<file path="config.mk">
export PLATFORM = sky130hd
export DESIGN_NAME = log_antilog_pipe
export DESIGN_NICKNAME = d
export VERILOG_FILES = /design/src/rtl/log_fxp_pkg.sv /design/src/rtl/antilog_corr_rom.sv /design/src/rtl/log_antilog_pipe.sv
export SDC_FILE = /design/constraint.sdc
export NUM_CORES = 1
export LEC_CHECK = 0
export CELL_PAD_IN_SITES_DETAIL_PLACEMENT = 1
export CELL_PAD_IN_SITES_GLOBAL_PLACEMENT = 1
export CORE_UTILIZATION = 39
export DETAILED_ROUTE_END_ITERATION = 8
export PLACE_DENSITY = 0.75
export SLEW_MARGIN = 20
export SYNTH_ARGS = -nofsm -noshare
export SYNTH_HDL_FRONTEND = slang
export SYNTH_HIERARCHICAL = 1
export SYNTH_SLANG_ARGS = --single-unit
</file>
<file path="constraint.sdc">
create_clock -name clk -period 2.8 [get_ports clk]
set_input_delay 0.56 -clock clk [delete_from_list [all_inputs] [get_ports clk]]
set_output_delay 0.56 -clock clk [all_outputs]
set_load 0.02 [all_outputs]
</file>
<file path="src/rtl/log_fxp_pkg.sv">
// Shared widths, constants and stage types for the log-to-linear pipeline.
// Macro LOG_ANTILOG_CORR_EN adds the Mitchell-error correction table.
package log_fxp_pkg;

  localparam int LOG_W      = 16;
  localparam int LOG_FRAC_W = 12;
  localparam int OUT_W      = 16;
  localparam int OUT_FRAC_W = 14;
  localparam int MANT_W     = OUT_FRAC_W + 1;

  localparam logic [MANT_W-1:0] SAT_MAG = 15'h7FFF;

`ifdef LOG_ANTILOG_CORR_EN
  // round(16384 * (1 + m - 2^m)) with m = (k + 0.5) / 8
  localparam logic [MANT_W-1:0] CORR_TABLE [8] = '{
    15'd299, 15'd798, 15'd1157, 15'd1364, 15'd1404, 15'd1262, 15'd922, 15'd365
  };
`endif

  typedef struct packed {
    logic                  valid;
    logic                  zero;
    logic                  sat;
    logic                  sign;
    logic [3:0]            shift;
    logic [LOG_FRAC_W-1:0] frac;
    logic [MANT_W-1:0]     corr;
  } s1_t;

  typedef struct packed {
    logic              valid;
    logic              zero;
    logic              sat;
    logic              sign;
    logic [3:0]        shift;
    logic [MANT_W-1:0] mant;
  } s2_t;

endpackage

</file>
<file path="src/rtl/antilog_corr_rom.sv">
// Combinational 8-entry Mitchell correction lookup, indexed by the top fraction bits.
// Only present when LOG_ANTILOG_CORR_EN is defined.
`ifdef LOG_ANTILOG_CORR_EN
module antilog_corr_rom
  import log_fxp_pkg::*;
(
  input  logic [2:0]        idx_i,
  output logic [MANT_W-1:0] corr_o
);

  assign corr_o = CORR_TABLE[idx_i];

endmodule
`endif

</file>
<file path="src/rtl/log_antilog_pipe.sv">
// Three-stage signed Q4.12 log2 -> Q2.14 linear converter with valid/ready stall.
// LOG_ANTILOG_CORR_EN enables the correction table between S1 and S2.
module log_antilog_pipe #(
  parameter int LOG_W      = log_fxp_pkg::LOG_W,
  parameter int LOG_FRAC_W = log_fxp_pkg::LOG_FRAC_W,
  parameter int OUT_W      = log_fxp_pkg::OUT_W,
  parameter int OUT_FRAC_W = log_fxp_pkg::OUT_FRAC_W
) (
  input  logic             clk,
  input  logic             rst,
  input  logic             in_valid,
  output logic             in_ready,
  input  logic [LOG_W-1:0] in_log,
  input  logic             in_sign,
  input  logic             in_zero,
  output logic             out_valid,
  input  logic             out_ready,
  output logic [OUT_W-1:0] out_data,
  output logic             out_sat
);
  import log_fxp_pkg::*;

  localparam logic [OUT_FRAC_W:0] MANT_ONE = {1'b1, {OUT_FRAC_W{1'b0}}};

  s1_t               s1_d, s1_q;
  s2_t               s2_d, s2_q;
  logic              out_valid_q;
  logic              out_sat_d, out_sat_q;
  logic [OUT_W-1:0]  out_data_d, out_data_q;
  logic              adv_s;
  logic [3:0]        int_s;
  logic [MANT_W-1:0] corr_s;
  logic [MANT_W-1:0] mag_s;

  // Whole pipe moves together; bubbles stay in place.
  assign adv_s    = !out_valid_q || out_ready;
  assign in_ready = adv_s;
  assign int_s    = in_log[LOG_W-1:LOG_FRAC_W];

`ifdef LOG_ANTILOG_CORR_EN
  antilog_corr_rom u_corr_rom (
    .idx_i  (in_log[LOG_FRAC_W-1 -: 3]),
    .corr_o (corr_s)
  );
`else
  assign corr_s = '0;
`endif

  always_comb begin
    s1_d.valid = in_valid;
    s1_d.zero  = in_zero;
    s1_d.sat   = !in_zero && !int_s[3] && (int_s != 4'd0);
    s1_d.sign  = in_sign;
    s1_d.shift = 4'd0 - int_s;  // -i in 0..8 whenever i <= 0
    s1_d.frac  = in_log[LOG_FRAC_W-1:0];
    s1_d.corr  = corr_s;
  end

  always_comb begin
    s2_d.valid = s1_q.valid;
    s2_d.zero  = s1_q.zero;
    s2_d.sat   = s1_q.sat;
    s2_d.sign  = s1_q.sign;
    s2_d.shift = s1_q.shift;
    s2_d.mant  = MANT_ONE + {1'b0, s1_q.frac, 2'b00} - s1_q.corr;
  end

  always_comb begin
    mag_s     = s2_q.sat ? SAT_MAG : (s2_q.mant >> s2_q.shift);
    out_sat_d = s2_q.sat;
    if (s2_q.zero) begin
      out_data_d = '0;
    end else if (s2_q.sign) begin
      out_data_d = {OUT_W{1'b0}} - {1'b0, mag_s};
    end else begin
      out_data_d = {1'b0, mag_s};
    end
  end

  always_ff @(posedge clk or posedge rst) begin
    if (rst) begin
      s1_q        <= '0;
      s2_q        <= '0;
      out_valid_q <= 1'b0;
      out_data_q  <= '0;
      out_sat_q   <= 1'b0;
    end else if (adv_s) begin
      s1_q        <= s1_d;
      s2_q        <= s2_d;
      out_valid_q <= s2_q.valid;
      out_data_q  <= out_data_d;
      out_sat_q   <= out_sat_d;
    end
  end

  assign out_valid = out_valid_q;
  assign out_data  = out_data_q;
  assign out_sat   = out_sat_q;

endmodule

</file>
==> summary.txt <==
vias per inst: 5.55
Worst Slack Setup Final: -0.0306 ns
area share, top type: 0.437
global placement routability congestion: 0.919
syn nets: 392
Max clock buf depth: 2
Clock power frac: 0.138
Top cells excl fill/tap: 120 x nand2_1, 56 x dfrtp_1, 47 x buf_4
Reg power frac: 0.257
Die Ht: 95.1 um
Internal: 3260 uW
clock-pin transition on the worst setup and hold timing paths: 0.08 ns
DRC viols: 0
final period utilization: 1.01
slowest stage delay, CP: 0.62 ns
M1 wire length: 4620 um
area reported by Yosys stat: 3380 um2
1st-pass router iterations: 6
Max FO, Critical Path: 7
final setup TNS: -0.0306 ns
top_reg_cell synth: dfrtp_1
CTS Hold Buffers Added: 0
GRT overflow: 0
postcts setup bufs: 3
final hold vios: 0
number of warnings the tools reported: 28
Psw: 2450 uW
layout cells sized above 1: 0.258
Flops after synth: 59
vias in the first global route: 3029
metal3 WL: 366 um
post-CTS sizing: 10
largest net degree at the start of global routing: 60
count leader, synth: nand2_1
Synth logic family: simple AND/OR/NAND/NOR gates
die width: 95.1 um
failing checks: setup timing
fraction of registers with async set/reset: 1.00
Mux area share: 0.0911
WP buf/inv: 1
cells in synth_stat.txt: 368
Syn Std Cell Area: 3380 um2
Basic Gates by Area: 0.215
nets@finish: 469
shortest period the worst path allows: 2.83 ns
Antenna Diode Count: 0
GR Util met2: 0.358
Area Overhead vs Synth: 36.1%
CP required: 3.02 ns
grt met3 use: 0.0383
reg2reg path depth: 8
total of max-cap violations: 0
outcome: complete, but fails checks
Detail Placement HPWL: 6480 um
Setup CP Type: register to register
FP Core Util: 0.407
Pins Over Slew Limit: 0
Syn Area/Cell: 9.18 um2
highest routed layer: met4
H-tree depth: 3
# rows: 33
CP max-delay cell: or4_4
Yosys cell types: 53
Logic pwr share: 0.606
CP Capture Type: register
DP Area: 4100 um2
GR met1 Demand/Resource: 0.316
min-delay src: s1_q[26]
Sw Ratio: 0.429
critical-path cell list: buf_12 > mux2_4 > mux2_4 > a32o_2 > or4_4 > or2_4 > o311ai_4 > a21oi_1
FF-to-FF Start: s2_q[15]
RSZ-0062 raised after global routing: yes
CP most frequent cell: mux2_4
setup violators final: 1
clk sinks: 59
Fmax achieved: 353 MHz
Worst R2R End: out_data[9]
first-pass GRT wire length: 15800 um
Power Clock: 786 uW
design area: 4600 um2
worst-margin pin slew: 1.13 ns
initial drt markers: 293
arrival time worst endpoint: 3.06 ns
[area by class of cell]
| cell class | instances | area, um2 |
|---|---|---|
| tap | 105 | 131 |
| sequential | 59 | 1480 |
| clock buffer | 10 | 138 |
| multi-input combinational | 278 | 1940 |
| clock inverter | 5 | 53.8 |
| inverter | 6 | 22.5 |
| timing repair buffer | 91 | 837 |
| fill | 953 | 3700 |
[how the worst max path moves through the flow]
stage	start	end	cells after the start
final	s2_q[15]	out_data[9]	8
after global routing	s2_q[15]	out_data[9]	8
after CTS	s2_q[15]	out_data[11]	8
after detailed placement	s2_q[16]	out_data[11]	9
after global placement	s2_q[16]	out_data[11]	9
after floorplan	s2_q[15]	out_data[14]	9
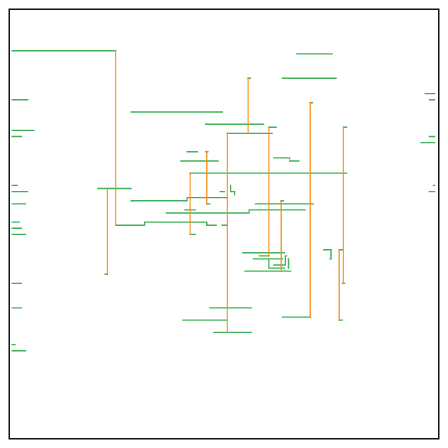
(images/metal_stack.png)
Only two layers are drawn.
Orange stands for met4, wire length 282 um. Green stands for met3, wire length 367 um.
final wirelength: 10200 um
routed len/inst: 18.4 um
All-Layer GR Usage: 0.232
via count: 3073

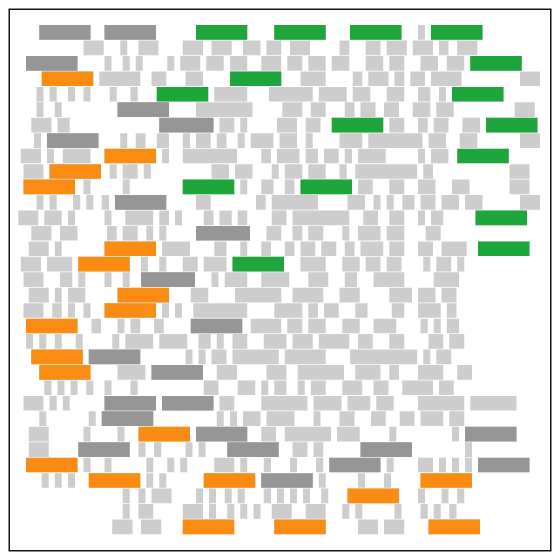
(images/registers.png)
Other sequential cells in the stronger grey, the rest of the logic in the fainter grey.
Green stands for out_data, flops 16. Orange stands for s1_q, flops 20, where spread over the die.
Another 23 sequential cells are not coloured.
Seq. pwr: 1470 uW
Seq area share: 0.322
post-layout util: 0.554
sequential cell area: 1480 um2

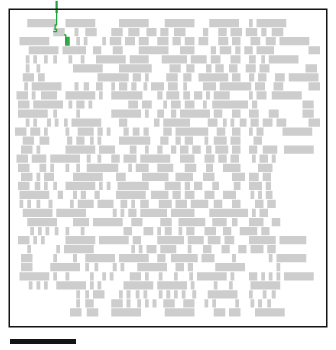
(images/port_nets.png)
Bar = 20 um.
Green stands for rst, bits 1, direction input, end cells 1, buffers 1, wire 10.6 um.
I/O Buffers: 40
Boundary Pins: 41

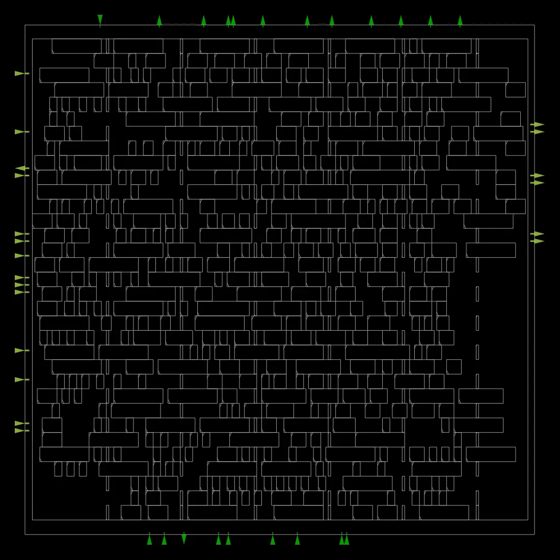
(images/final_placement.png)
core box area: 8300 um2
filler cell count in the final layout: 953

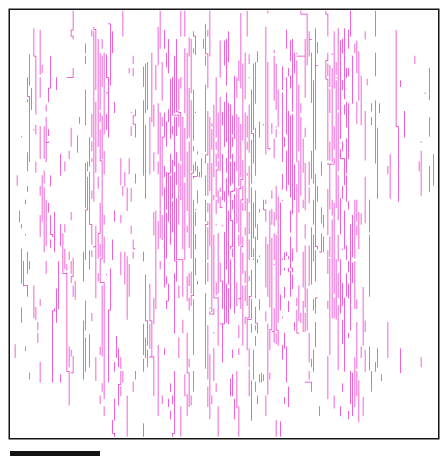
(images/met2.png)
Bar = 20 um.
411 nets have wire on it. The longest straight run is 37.7 um. The wires run mostly vertical. The layer carries 4930 um of wire.

No activity file was given, so power comes from the tool's default toggle rates.
